--- config.mk ---
export PLATFORM = sky130hd
export DESIGN_NAME = load_store_unit
export DESIGN_NICKNAME = d
export VERILOG_FILES = /design/src/rtl/lsu_pkg.sv /design/src/rtl/lsu_align.sv /design/src/rtl/load_store_unit.sv
export SDC_FILE = /design/constraint.sdc
export NUM_CORES = 1
export LEC_CHECK = 0
export CORE_MARGIN = 2
export CORE_UTILIZATION = 45
export DETAILED_ROUTE_END_ITERATION = 6
export GPL_ROUTABILITY_DRIVEN = 0
export HOLD_SLACK_MARGIN = 0.1
export PLACE_DENSITY = 0.76
export SLEW_MARGIN = 20
export SYNTH_ARGS = -nofsm -noshare
export SYNTH_HDL_FRONTEND = slang
export SYNTH_SLANG_ARGS = --single-unit
--- constraint.sdc ---
create_clock -name clk -period 5 [get_ports clk]
set_clock_uncertainty 0.2 [all_clocks]
set_input_delay 1 -clock clk [delete_from_list [all_inputs] [get_ports clk]]
set_output_delay 1 -clock clk [all_outputs]
set_load 0.005 [all_outputs]
--- src/rtl/lsu_pkg.sv ---
// Shared encodings, state type and decode helpers for the load/store unit.
package lsu_pkg;

    localparam logic [2:0] F3_LB  = 3'b000;
    localparam logic [2:0] F3_LH  = 3'b001;
    localparam logic [2:0] F3_LW  = 3'b010;
    localparam logic [2:0] F3_LBU = 3'b100;
    localparam logic [2:0] F3_LHU = 3'b101;
    localparam logic [2:0] F3_SB  = 3'b000;
    localparam logic [2:0] F3_SH  = 3'b001;
    localparam logic [2:0] F3_SW  = 3'b010;

    typedef enum logic [1:0] {IDLE, READ, WRITE, RESP} lsu_state_t;

    typedef struct packed {
        logic        write;
        logic [2:0]  funct3;
        logic [1:0]  lo;
        logic [31:0] wdata;
    } lsu_req_t;

    function automatic logic f3_legal(input logic write, input logic [2:0] f3);
        if (write)
            return (f3 == F3_SB) || (f3 == F3_SH) || (f3 == F3_SW);
        return (f3 == F3_LB) || (f3 == F3_LH) || (f3 == F3_LW) ||
               (f3 == F3_LBU) || (f3 == F3_LHU);
    endfunction

    // funct3[1:0] encodes access size for both loads and stores
    function automatic logic misaligned(input logic [2:0] f3, input logic [1:0] lo);
        return ((f3[1:0] == 2'b01) && lo[0]) || ((f3[1:0] == 2'b10) && (lo != 2'b00));
    endfunction

    function automatic logic [1:0] align_lo(input logic [2:0] f3, input logic [1:0] lo);
        case (f3[1:0])
            2'b01:   return {lo[1], 1'b0};
            2'b10:   return 2'b00;
            default: return lo;
        endcase
    endfunction

endpackage

--- src/rtl/lsu_align.sv ---
// Lane logic: load extract/extend and sub-word store merge into an old word.
module lsu_align
    import lsu_pkg::*;
(
    input  logic [31:0] word,
    input  logic [2:0]  funct3,
    input  logic [1:0]  lo,
    input  logic [31:0] wdata,
    output logic [31:0] rdata,
    output logic [31:0] merged
);

    logic [31:0] shifted;
    logic [31:0] mask;

    always_comb begin
        shifted = word >> {lo, 3'b000};
        rdata   = '0;
        case (funct3)
            F3_LB:   rdata = {{24{shifted[7]}}, shifted[7:0]};
            F3_LH:   rdata = {{16{shifted[15]}}, shifted[15:0]};
            F3_LW:   rdata = word;
            F3_LBU:  rdata = {24'b0, shifted[7:0]};
            F3_LHU:  rdata = {16'b0, shifted[15:0]};
            default: rdata = '0;
        endcase
    end

    always_comb begin
        mask   = '0;
        merged = wdata;
        case (funct3[1:0])
            2'b00: begin
                mask   = 32'h0000_00FF << {lo, 3'b000};
                merged = (word & ~mask) | ({24'b0, wdata[7:0]} << {lo, 3'b000});
            end
            2'b01: begin
                mask   = 32'h0000_FFFF << {lo[1], 4'b0000};
                merged = (word & ~mask) | ({16'b0, wdata[15:0]} << {lo[1], 4'b0000});
            end
            default: merged = wdata;
        endcase
    end

endmodule

--- src/rtl/load_store_unit.sv ---
// RV32I load/store unit for a word-wide memory; sub-word stores use read-modify-write.
// Optional macro LSU_MISALIGN_TRAP_EN rejects misaligned half/word accesses instead of aligning them.
module load_store_unit
    import lsu_pkg::*;
#(
    parameter  int MEM_SIZE  = 1024,
    localparam int ADDR_BITS = $clog2(MEM_SIZE)
) (
    input  logic                 clk,
    input  logic                 rst,
    input  logic                 req_valid,
    output logic                 req_ready,
    input  logic                 req_write,
    input  logic [2:0]           req_funct3,
    input  logic [31:0]          req_addr,
    input  logic [31:0]          req_wdata,
    output logic                 resp_valid,
    output logic [31:0]          resp_rdata,
    output logic                 resp_error,
    output logic                 mem_write_enable,
    output logic                 mem_read_enable,
    output logic [ADDR_BITS-1:0] mem_address,
    output logic [31:0]          mem_input_data,
    input  logic [31:0]          mem_output_data
);

    lsu_state_t  state;
    lsu_req_t    req_q;
    logic        acc_err;
    logic [1:0]  acc_lo;
    logic [31:0] ld_data;
    logic [31:0] st_word;
    logic        unused_addr_hi;

    assign unused_addr_hi = ^req_addr[31:ADDR_BITS+2];

`ifdef LSU_MISALIGN_TRAP_EN
    assign acc_err = !f3_legal(req_write, req_funct3) || misaligned(req_funct3, req_addr[1:0]);
    assign acc_lo  = req_addr[1:0];
`else
    assign acc_err = !f3_legal(req_write, req_funct3);
    assign acc_lo  = align_lo(req_funct3, req_addr[1:0]);
`endif

    lsu_align u_align (
        .word   (mem_output_data),
        .funct3 (req_q.funct3),
        .lo     (req_q.lo),
        .wdata  (req_q.wdata),
        .rdata  (ld_data),
        .merged (st_word)
    );

    always_ff @(posedge clk or posedge rst) begin
        if (rst) begin
            state            <= IDLE;
            req_q            <= '0;
            req_ready        <= 1'b1;
            resp_valid       <= 1'b0;
            resp_rdata       <= '0;
            resp_error       <= 1'b0;
            mem_write_enable <= 1'b0;
            mem_read_enable  <= 1'b0;
            mem_address      <= '0;
            mem_input_data   <= '0;
        end else begin
            case (state)
                IDLE: begin
                    if (req_valid && req_ready) begin
                        req_ready <= 1'b0;
                        req_q     <= '{write: req_write, funct3: req_funct3,
                                       lo: acc_lo, wdata: req_wdata};
                        if (acc_err) begin
                            state      <= RESP;
                            resp_valid <= 1'b1;
                            resp_error <= 1'b1;
                            resp_rdata <= '0;
                        end else if (req_write && (req_funct3[1:0] == 2'b10)) begin
                            // full-word store needs no old data
                            state            <= WRITE;
                            mem_address      <= req_addr[ADDR_BITS+1:2];
                            mem_write_enable <= 1'b1;
                            mem_input_data   <= req_wdata;
                        end else begin
                            state           <= READ;
                            mem_address     <= req_addr[ADDR_BITS+1:2];
                            mem_read_enable <= 1'b1;
                        end
                    end
                end
                READ: begin
                    mem_read_enable <= 1'b0;
                    if (req_q.write) begin
                        state            <= WRITE;
                        mem_write_enable <= 1'b1;
                        mem_input_data   <= st_word;
                    end else begin
                        state      <= RESP;
                        resp_valid <= 1'b1;
                        resp_error <= 1'b0;
                        resp_rdata <= ld_data;
                    end
                end
                WRITE: begin
                    mem_write_enable <= 1'b0;
                    state            <= RESP;
                    resp_valid       <= 1'b1;
                    resp_error       <= 1'b0;
                    resp_rdata       <= '0;
                end
                RESP: begin
                    resp_valid <= 1'b0;
                    req_ready  <= 1'b1;
                    state      <= IDLE;
                end
                default: state <= IDLE;
            endcase
        end
    end

endmodule

run_1/port_trees.png
Scale: 2 px per um.
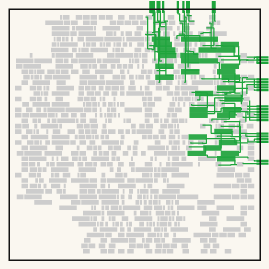
- `resp_rdata`: green (bits 32; direction output; end cells 32; buffers 32; wire 1,030 um)
I/O pin count: 182
Port Buf Inserts: 161

run_1/layers.png
Scale: 2 px per um. Only two layers are drawn.
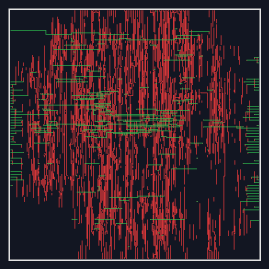
- M3: green (wire length 1,430 um)
- M2: red (wire length 9,770 um)
WL/cell: 20.8 um
Routed WL: 20,300 um
via count: 6,036
GRT Total Usage: 0.262

run_1/placed.png
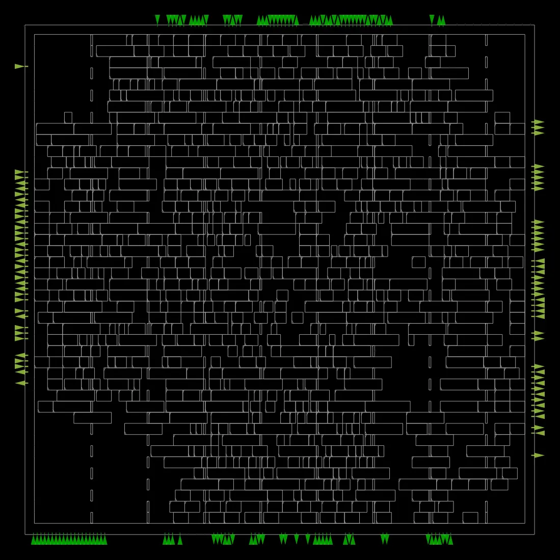
Final Util: 0.615
core area: 14,400 um2
registers: 119
Rows: 44
non-filler cells, final: 975

==> flow_metrics.tcl, run 1 <==
# metrics dict for downstream scripts
set metrics [dict create \
    slew_viol_final 0 \
    xor_area_frac 0.00134 \
    clk_latency_ns 0.42 \
    finalSetupTns_ns 0 \
    grt_use_met3 0.0662 \
    common_cells "dfrtp_1 (118), mux2_2 (58), o21ai_0 (55), nand2_1 (53), clkbuf_1 (39)" \
    grt_pass1_wl_um 32300 \
    firstDrtPassIters 5 \
    slew_headroom 0.301 \
    clk_pin_slew_worst_paths_ns 0.05 \
    wl_met1_um 8500 \
    largest-register "req_q" \
    critPathMaxFanout 32 \
    design_area_um2 8840 \
    grt_pass1_vias 5976 \
    cp_top_family "AND-OR/OR-AND gates" \
    status "complete, no violations" \
    yosysWarningCount 0 \
    timing.final.crit_period_ns 3.39 \
    topCellsByArea "dfrtp_1 (45%), mux2_2 (10%), a22o_1 (4.7%), o21ai_0 (4.2%), nand2_1 (3.0%)" \
    remaining_drc_errors 0 \
    drtIter0Drc 634 \
    place_inst 944 \
    place_area_um2 8220 \
]
run_1/pinout.png
Scale: 4 px per um. Pins as bars across the die edge, other pins in grey.
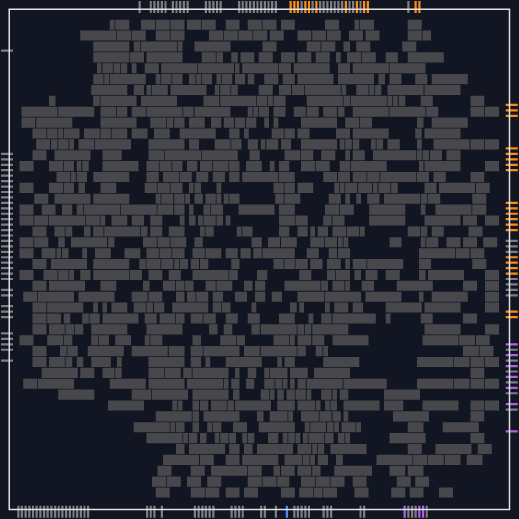

## Run 2: what changed since run 1
- clock period: 5 -> 3.5 ns (I/O delays scaled with it)
run_2/pinout.png
Scale: 4 px per um. Pins as bars across the die edge, other pins in grey.
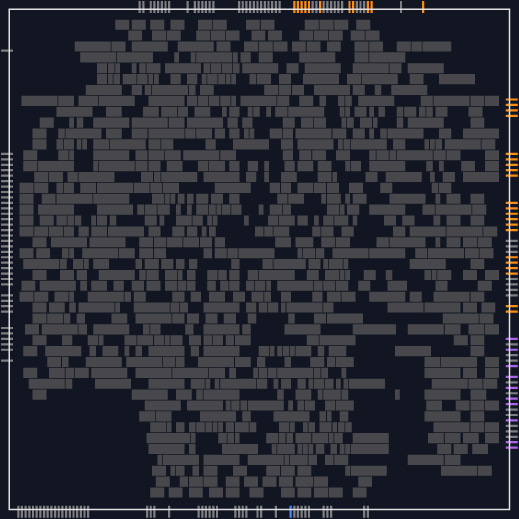
- `resp_rdata`: orange (pins 32; direction output; edge 21 right, 11 top)
- `mem_read_enable`: blue (pins 1; direction output; edge bottom)
- `mem_address`: purple (pins 10; direction output; edge right)
- all pins by edge: 50 top, 48 right, 48 bottom, 36 left
Die W: 125 um
die height: 125 um

run_2/placed.png
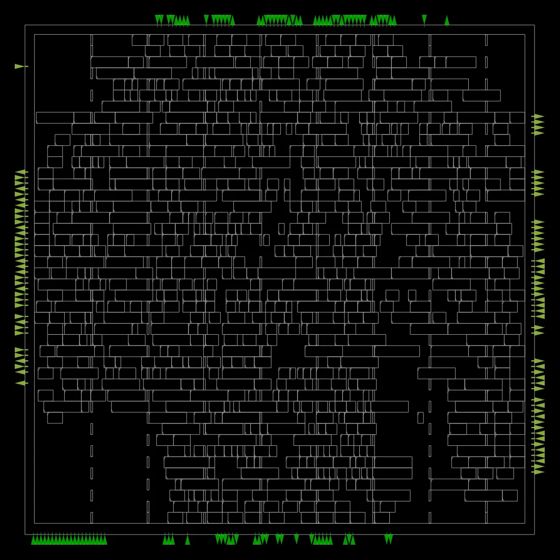
sequential share of cell area: 0.337
Filler cells: 1,163

==> flow_metrics.tcl, run 2 <==
# metrics dict for downstream scripts
set metrics [dict create \
    place_inst 948 \
    fin_util 0.615 \
    critPathMaxFanout 10 \
    worstPathCellList "clkdlybuf4s50_1 -> inv_1 -> ha_1 -> o21bai_1 -> a21oi_1 -> nor2b_1 -> mux2_2" \
    ios 182 \
    slew_viol_final 0 \
    largest-register "req_q" \
    track_usage 0.258 \
    wirelength_um 20500 \
    dr_total_vias 6090 \
    clk_latency_ns 0.42 \
    top_cell "dfrtp_1" \
    topCellsByArea "dfrtp_1 (45%), mux2_2 (10%), a22o_1 (4.7%), o21ai_0 (4.2%), nand2_1 (3.0%)" \
    place_area_um2 8260 \
    timing.final.crit_period_ns 2.82 \
    fin_cells 980 \
    grt_use_met3 0.0666 \
    cp_top_family "simple AND/OR/NAND/NOR gates" \
    design_area_um2 8830 \
    grt_pass1_wl_um 31900 \
    std_cell_rows 44 \
    core_um2 14400 \
    wl_per_cell_um 20.9 \
    flops 119 \
    common_cells "dfrtp_1 (118), mux2_2 (58), o21ai_0 (55), nand2_1 (53), clkbuf_1 (39)" \
    clk_pin_slew_worst_paths_ns 0.06 \
    xor_area_frac 0.00134 \
    grt_pass1_vias 5939 \
    slew_headroom 0.187 \
    port_buffers 161 \
    yosys_area_um2 6560 \
    status "complete, no violations" \
]
